==> config.mk <==
export PLATFORM = sky130hd
export DESIGN_NAME = fifo_push_arbiter
export DESIGN_NICKNAME = d
export VERILOG_FILES = /design/src/rtl/fifo_arb_pkg.sv /design/src/rtl/rr_pick.sv /design/src/rtl/fifo_push_arbiter.sv
export SDC_FILE = /design/constraint.sdc
export NUM_CORES = 1
export LEC_CHECK = 0
export CORE_MARGIN = 1.5
export CORE_UTILIZATION = 30
export DETAILED_ROUTE_END_ITERATION = 7
export PLACE_DENSITY = 0.75
export SETUP_SLACK_MARGIN = 0.15
export SLEW_MARGIN = 20
export SYNTH_ARGS = -nofsm -noshare
export SYNTH_HDL_FRONTEND = slang
export SYNTH_SLANG_ARGS = --single-unit
==> constraint.sdc <==
create_clock -name clk -period 1.7 [get_ports clk]
set_input_delay 0.34 -clock clk [delete_from_list [all_inputs] [get_ports clk]]
set_output_delay 0.34 -clock clk [all_outputs]
set_load 0.05 [all_outputs]
==> src/rtl/fifo_arb_pkg.sv <==
// Shared types and helpers for the fifo push arbiter.
// Supports DATA_W up to DATA_W_MAX and NUM_REQ up to NUM_REQ_MAX.
package fifo_arb_pkg;

    typedef enum logic {
        IDLE  = 1'b0,
        BURST = 1'b1
    } state_e;

    localparam int unsigned NUM_REQ_MAX = 8;
    localparam int unsigned DATA_W_MAX  = 64;
    localparam int unsigned BUS_W_MAX   = NUM_REQ_MAX * DATA_W_MAX;

    // Index width for a counter/pointer spanning n values, never below one bit.
    function automatic int unsigned idx_width(input int unsigned n);
        return (n < 2) ? 1 : $clog2(n);
    endfunction

    // Extract lane idx of width dw from a packed requester bus.
    function automatic logic [DATA_W_MAX-1:0] slice_data(
        input logic [BUS_W_MAX-1:0] bus,
        input int unsigned          idx,
        input int unsigned          dw
    );
        return DATA_W_MAX'(bus >> (idx * dw));
    endfunction

endpackage

==> src/rtl/rr_pick.sv <==
// Combinational round-robin picker: first set request after ptr, wrapping.
module rr_pick
    import fifo_arb_pkg::*;
#(
    parameter int unsigned NUM_REQ = 4,
    parameter int unsigned PTR_W   = idx_width(NUM_REQ)
) (
    input  logic [NUM_REQ-1:0] req,
    input  logic [PTR_W-1:0]   ptr,
    output logic [PTR_W-1:0]   gnt_idx,
    output logic               any
);

    // Scan from farthest to nearest so the nearest candidate after ptr wins.
    always_comb begin
        int unsigned idx;
        idx     = 0;
        gnt_idx = '0;
        any     = 1'b0;
        for (int unsigned k = NUM_REQ; k >= 1; k--) begin
            idx = (32'(ptr) + k) % NUM_REQ;
            if (req[PTR_W'(idx)]) begin
                gnt_idx = PTR_W'(idx);
                any     = 1'b1;
            end
        end
    end

endmodule

==> src/rtl/fifo_push_arbiter.sv <==
// Round-robin arbiter sharing one fifo push port among NUM_REQ writers,
// with lockable bursts capped at MAX_BURST beats and a sticky push-error flag.
module fifo_push_arbiter
    import fifo_arb_pkg::*;
#(
    parameter int unsigned NUM_REQ   = 4,
    parameter int unsigned DATA_W    = 8,
    parameter int unsigned MAX_BURST = 4
) (
    input  logic                        clk,
    input  logic                        rst_n,
    input  logic [NUM_REQ-1:0]          req_valid,
    input  logic [NUM_REQ-1:0]          req_lock,
    input  logic [NUM_REQ*DATA_W-1:0]   req_data,
    output logic [NUM_REQ-1:0]          req_ready,
    input  logic                        fifo_full,
    input  logic                        fifo_push_err,
    output logic                        fifo_push,
    output logic [DATA_W-1:0]           fifo_data_in,
    output logic [$clog2(NUM_REQ)-1:0]  owner,
    output logic                        busy,
    input  logic                        err_clr,
    output logic                        err_sticky
);

    localparam int unsigned OWNER_W = idx_width(NUM_REQ);
    localparam int unsigned BEAT_W  = idx_width(MAX_BURST);

    state_e              state_q, state_d;
    logic [OWNER_W-1:0]  owner_q, owner_d;
    logic [OWNER_W-1:0]  rr_ptr_q, rr_ptr_d;
    logic [BEAT_W-1:0]   beat_cnt_q, beat_cnt_d;
    logic                err_q, err_d;
    logic [OWNER_W-1:0]  pick_idx;
    logic                pick_any;
    logic [DATA_W-1:0]   owner_data;
    logic                beat;
    logic                rel;

    rr_pick #(
        .NUM_REQ (NUM_REQ),
        .PTR_W   (OWNER_W)
    ) u_pick (
        .req     (req_valid),
        .ptr     (rr_ptr_q),
        .gnt_idx (pick_idx),
        .any     (pick_any)
    );

    always_ff @(posedge clk) begin
        if (!rst_n) begin
            state_q    <= IDLE;
            owner_q    <= '0;
            rr_ptr_q   <= OWNER_W'(NUM_REQ - 1);
            beat_cnt_q <= '0;
            err_q      <= 1'b0;
        end else begin
            state_q    <= state_d;
            owner_q    <= owner_d;
            rr_ptr_q   <= rr_ptr_d;
            beat_cnt_q <= beat_cnt_d;
            err_q      <= err_d;
        end
    end

    // Next-state and transfer logic; full and reset gate the beat with no lag.
    always_comb begin
        state_d      = state_q;
        owner_d      = owner_q;
        rr_ptr_d     = rr_ptr_q;
        beat_cnt_d   = beat_cnt_q;
        beat         = 1'b0;
        rel          = 1'b0;
        fifo_push    = 1'b0;
        fifo_data_in = '0;
        req_ready    = '0;
        owner_data   = DATA_W'(slice_data(BUS_W_MAX'(req_data), 32'(owner_q), DATA_W));
        err_d        = fifo_push_err ? 1'b1 : (err_clr ? 1'b0 : err_q);

        case (state_q)
            IDLE: begin
                if (pick_any) begin
                    state_d    = BURST;
                    owner_d    = pick_idx;
                    beat_cnt_d = '0;
                end
            end
            BURST: begin
                beat      = rst_n & req_valid[owner_q] & ~fifo_full;
                fifo_push = beat;
                if (beat) begin
                    fifo_data_in       = owner_data;
                    req_ready[owner_q] = 1'b1;
                end
                rel = (beat & (~req_lock[owner_q] |
                               (beat_cnt_q == BEAT_W'(MAX_BURST - 1)))) |
                      (~req_valid[owner_q] & ~req_lock[owner_q]);
                if (rel) begin
                    state_d    = IDLE;
                    rr_ptr_d   = owner_q;
                    beat_cnt_d = '0;
                end else if (beat) begin
                    beat_cnt_d = beat_cnt_q + BEAT_W'(1);
                end
            end
            default: state_d = IDLE;
        endcase
    end

    assign owner      = owner_q;
    assign busy       = (state_q == BURST);
    assign err_sticky = err_q;

endmodule

Figure 1. Zoomed window.
Region (31, 31) to (51, 51) µm. Cells in gray, sequential cells in the stronger gray; small squares are vias.
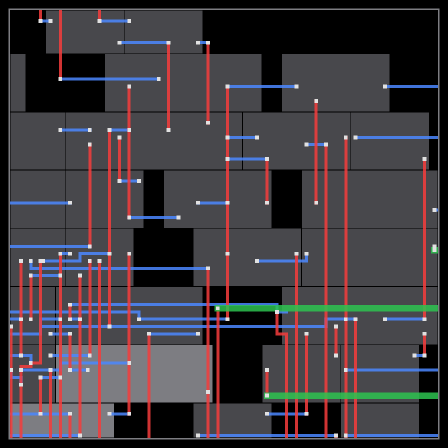
metal 1 -> blue
metal 3 -> green
metal 2 -> red
most frequent = clkdlybuf4s50_1 (9), nor2b_4 (4), buf_12 (3)
netlist names of flops here include = beat_cnt_q (2)
sequential cells in the window = 2
cells with their middle in the window = 25

Figure 2. Port wiring.
Drawn at 6 px/µm.
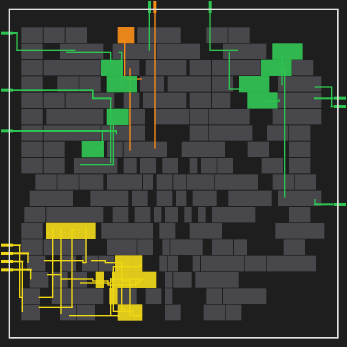
fifo_push -> orange  # bits 1, direction output, end cells 1, buffers 2, wire 45.9 µm
fifo_data_in -> green  # bits 8, direction output, end cells 8, buffers 8, wire 159 µm
req_valid -> yellow  # bits 4, direction input, end cells 10, buffers 8, wire 171 µm
port bufs: 61
top-level port count: 62

Figure 3. Met2 routing.
Drawn at 6 px/µm. Cells faint in the background.
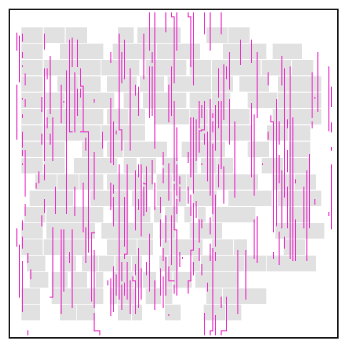
share of all routed wire = 53%
main direction = vertical
final WL: 2620 µm
Via Count: 960

sequential cells by signal, summed over array words and instances, names as in the netlist:
signal / cells
beat_cnt_q: 2
err_sticky: 1
rr_ptr_q: 2
owner: 2
busy: 1
cell type report:
| type | count | area, µm² |
|---|---|---|
| sequential | 8 | 168 |
| inverter | 4 | 18.8 |
| clock buffer | 4 | 26.3 |
| timing repair buffer | 81 | 928 |
| multi-input combinational | 59 | 692 |
| tap | 30 | 37.5 |
| fill | 177 | 629 |
stage by stage:
step	cell area (µm²)	util, %	std cells
2_1_floorplan	917	-	77
3_3_place_gp	1830	73.1	180
3_5_place_dp	1830	73.1	180
4_1_cts	1870	74.8	186
5_1_grt	1870	74.8	186
6_report	1870	74.8	186
how the worst max path moves through the flow:
stage,from,to,slack [ps],cells after the start
after detailed placement,req_valid[3],req_ready[3],-530,6
final,owner[0],req_ready[3],-360,5
after CTS,owner[0],req_ready[3],-370,5
after global routing,owner[0],req_ready[3],-410,5
after floorplan,owner[0],req_ready[3],-470,5
after global placement,req_valid[3],req_ready[3],-490,6
cell families after synthesis:
logic type | count (synthesis) | synth area share (%)
adders and majority gates | 1 | 1.57
DFF | 8 | 20.1
muxes | 11 | 31.9
and+or+nand+nor | 31 | 23.7
buffers and inverters | 10 | 7.07
AOI/OAI and AO/OA | 16 | 15.6
metal layers:
layer	wire length [µm]	share of wire, %	GRT usage (%)	vias to the layer above
met1	956	37	22.5	440
met4	38	1.5	9.17	0
li1	-	-	-	457
met3	231	8.8	5.46	4
met5	0	0	0	-
met2	1390	53	37.1	59
worst max-delay path: cells and delay by family, from the launching register on:
| family | cells | cell delay (ps) |
|---|---|---|
| buffers and inverters | 2 | 240 |
| muxes | 1 | 540 |
| and+or+nand+nor | 2 | 300 |
| DFF | 1 | 370 |
==> Table 3: Implementation characteristics <==
Characteristics after synthesis and place and route

Parameter                              Value

Clock network
  Post-CTS clock slew at the launch and capture registers of the worst setup and hold paths    around 70 ps
  Maximum clock path buffer count    2

Cells and area
  Most frequent logic cell in the layout    sky130_fd_sc_hd__clkdlybuf4s50_1
  Top cells excl fill/tap    sky130_fd_sc_hd__clkdlybuf4s50_1, sky130_fd_sc_hd__buf_4, sky130_fd_sc_hd__buf_12

Global routing
  Remaining Overflow, GRT    0
  GRT Util Overall    between 20% and 30%
  First-pass GRT wire length    around 4300 µm

Power
  Sequential group power    about 0.00022 W
  Net switching power figure    0.000286 W

Run status
  Failing checks    setup timing
  Outcome    finished with violations

Job
  Number of maximum-capacitance violations    0
  Log Warnings    29

Critical path
  Startpoint of the worst register-to-register path    owner[0]
  Worst Reg-to-Reg Cells    5
  Worst endpoint required time    1360 ps
  Worst flop-to-flop path endpoint    beat_cnt_q[1]

STA
  Final Max Slew Viols    0
  Post-route worst setup slack    -355 ps
  Slew @ Worst Pin    289 ps
  Setup-violating endpoint count in the final report    17
  Slew margin rel.    between 80% and 90%

Floorplanning
  Die Height    54.5 µm

Worst hold path
  Worst hold path stage count    1

Synth
  Number of enable flip-flop cells    0
  Count of unique library cells instantiated by Yosys    35
  Most common cell in the netlist    sky130_fd_sc_hd__dfxtp_1
  Main synth FF type    sky130_fd_sc_hd__dfxtp_1

Placed design
  Pre-CTS setup slack    -534 ps
Power is estimated from default activity; no workload was simulated.
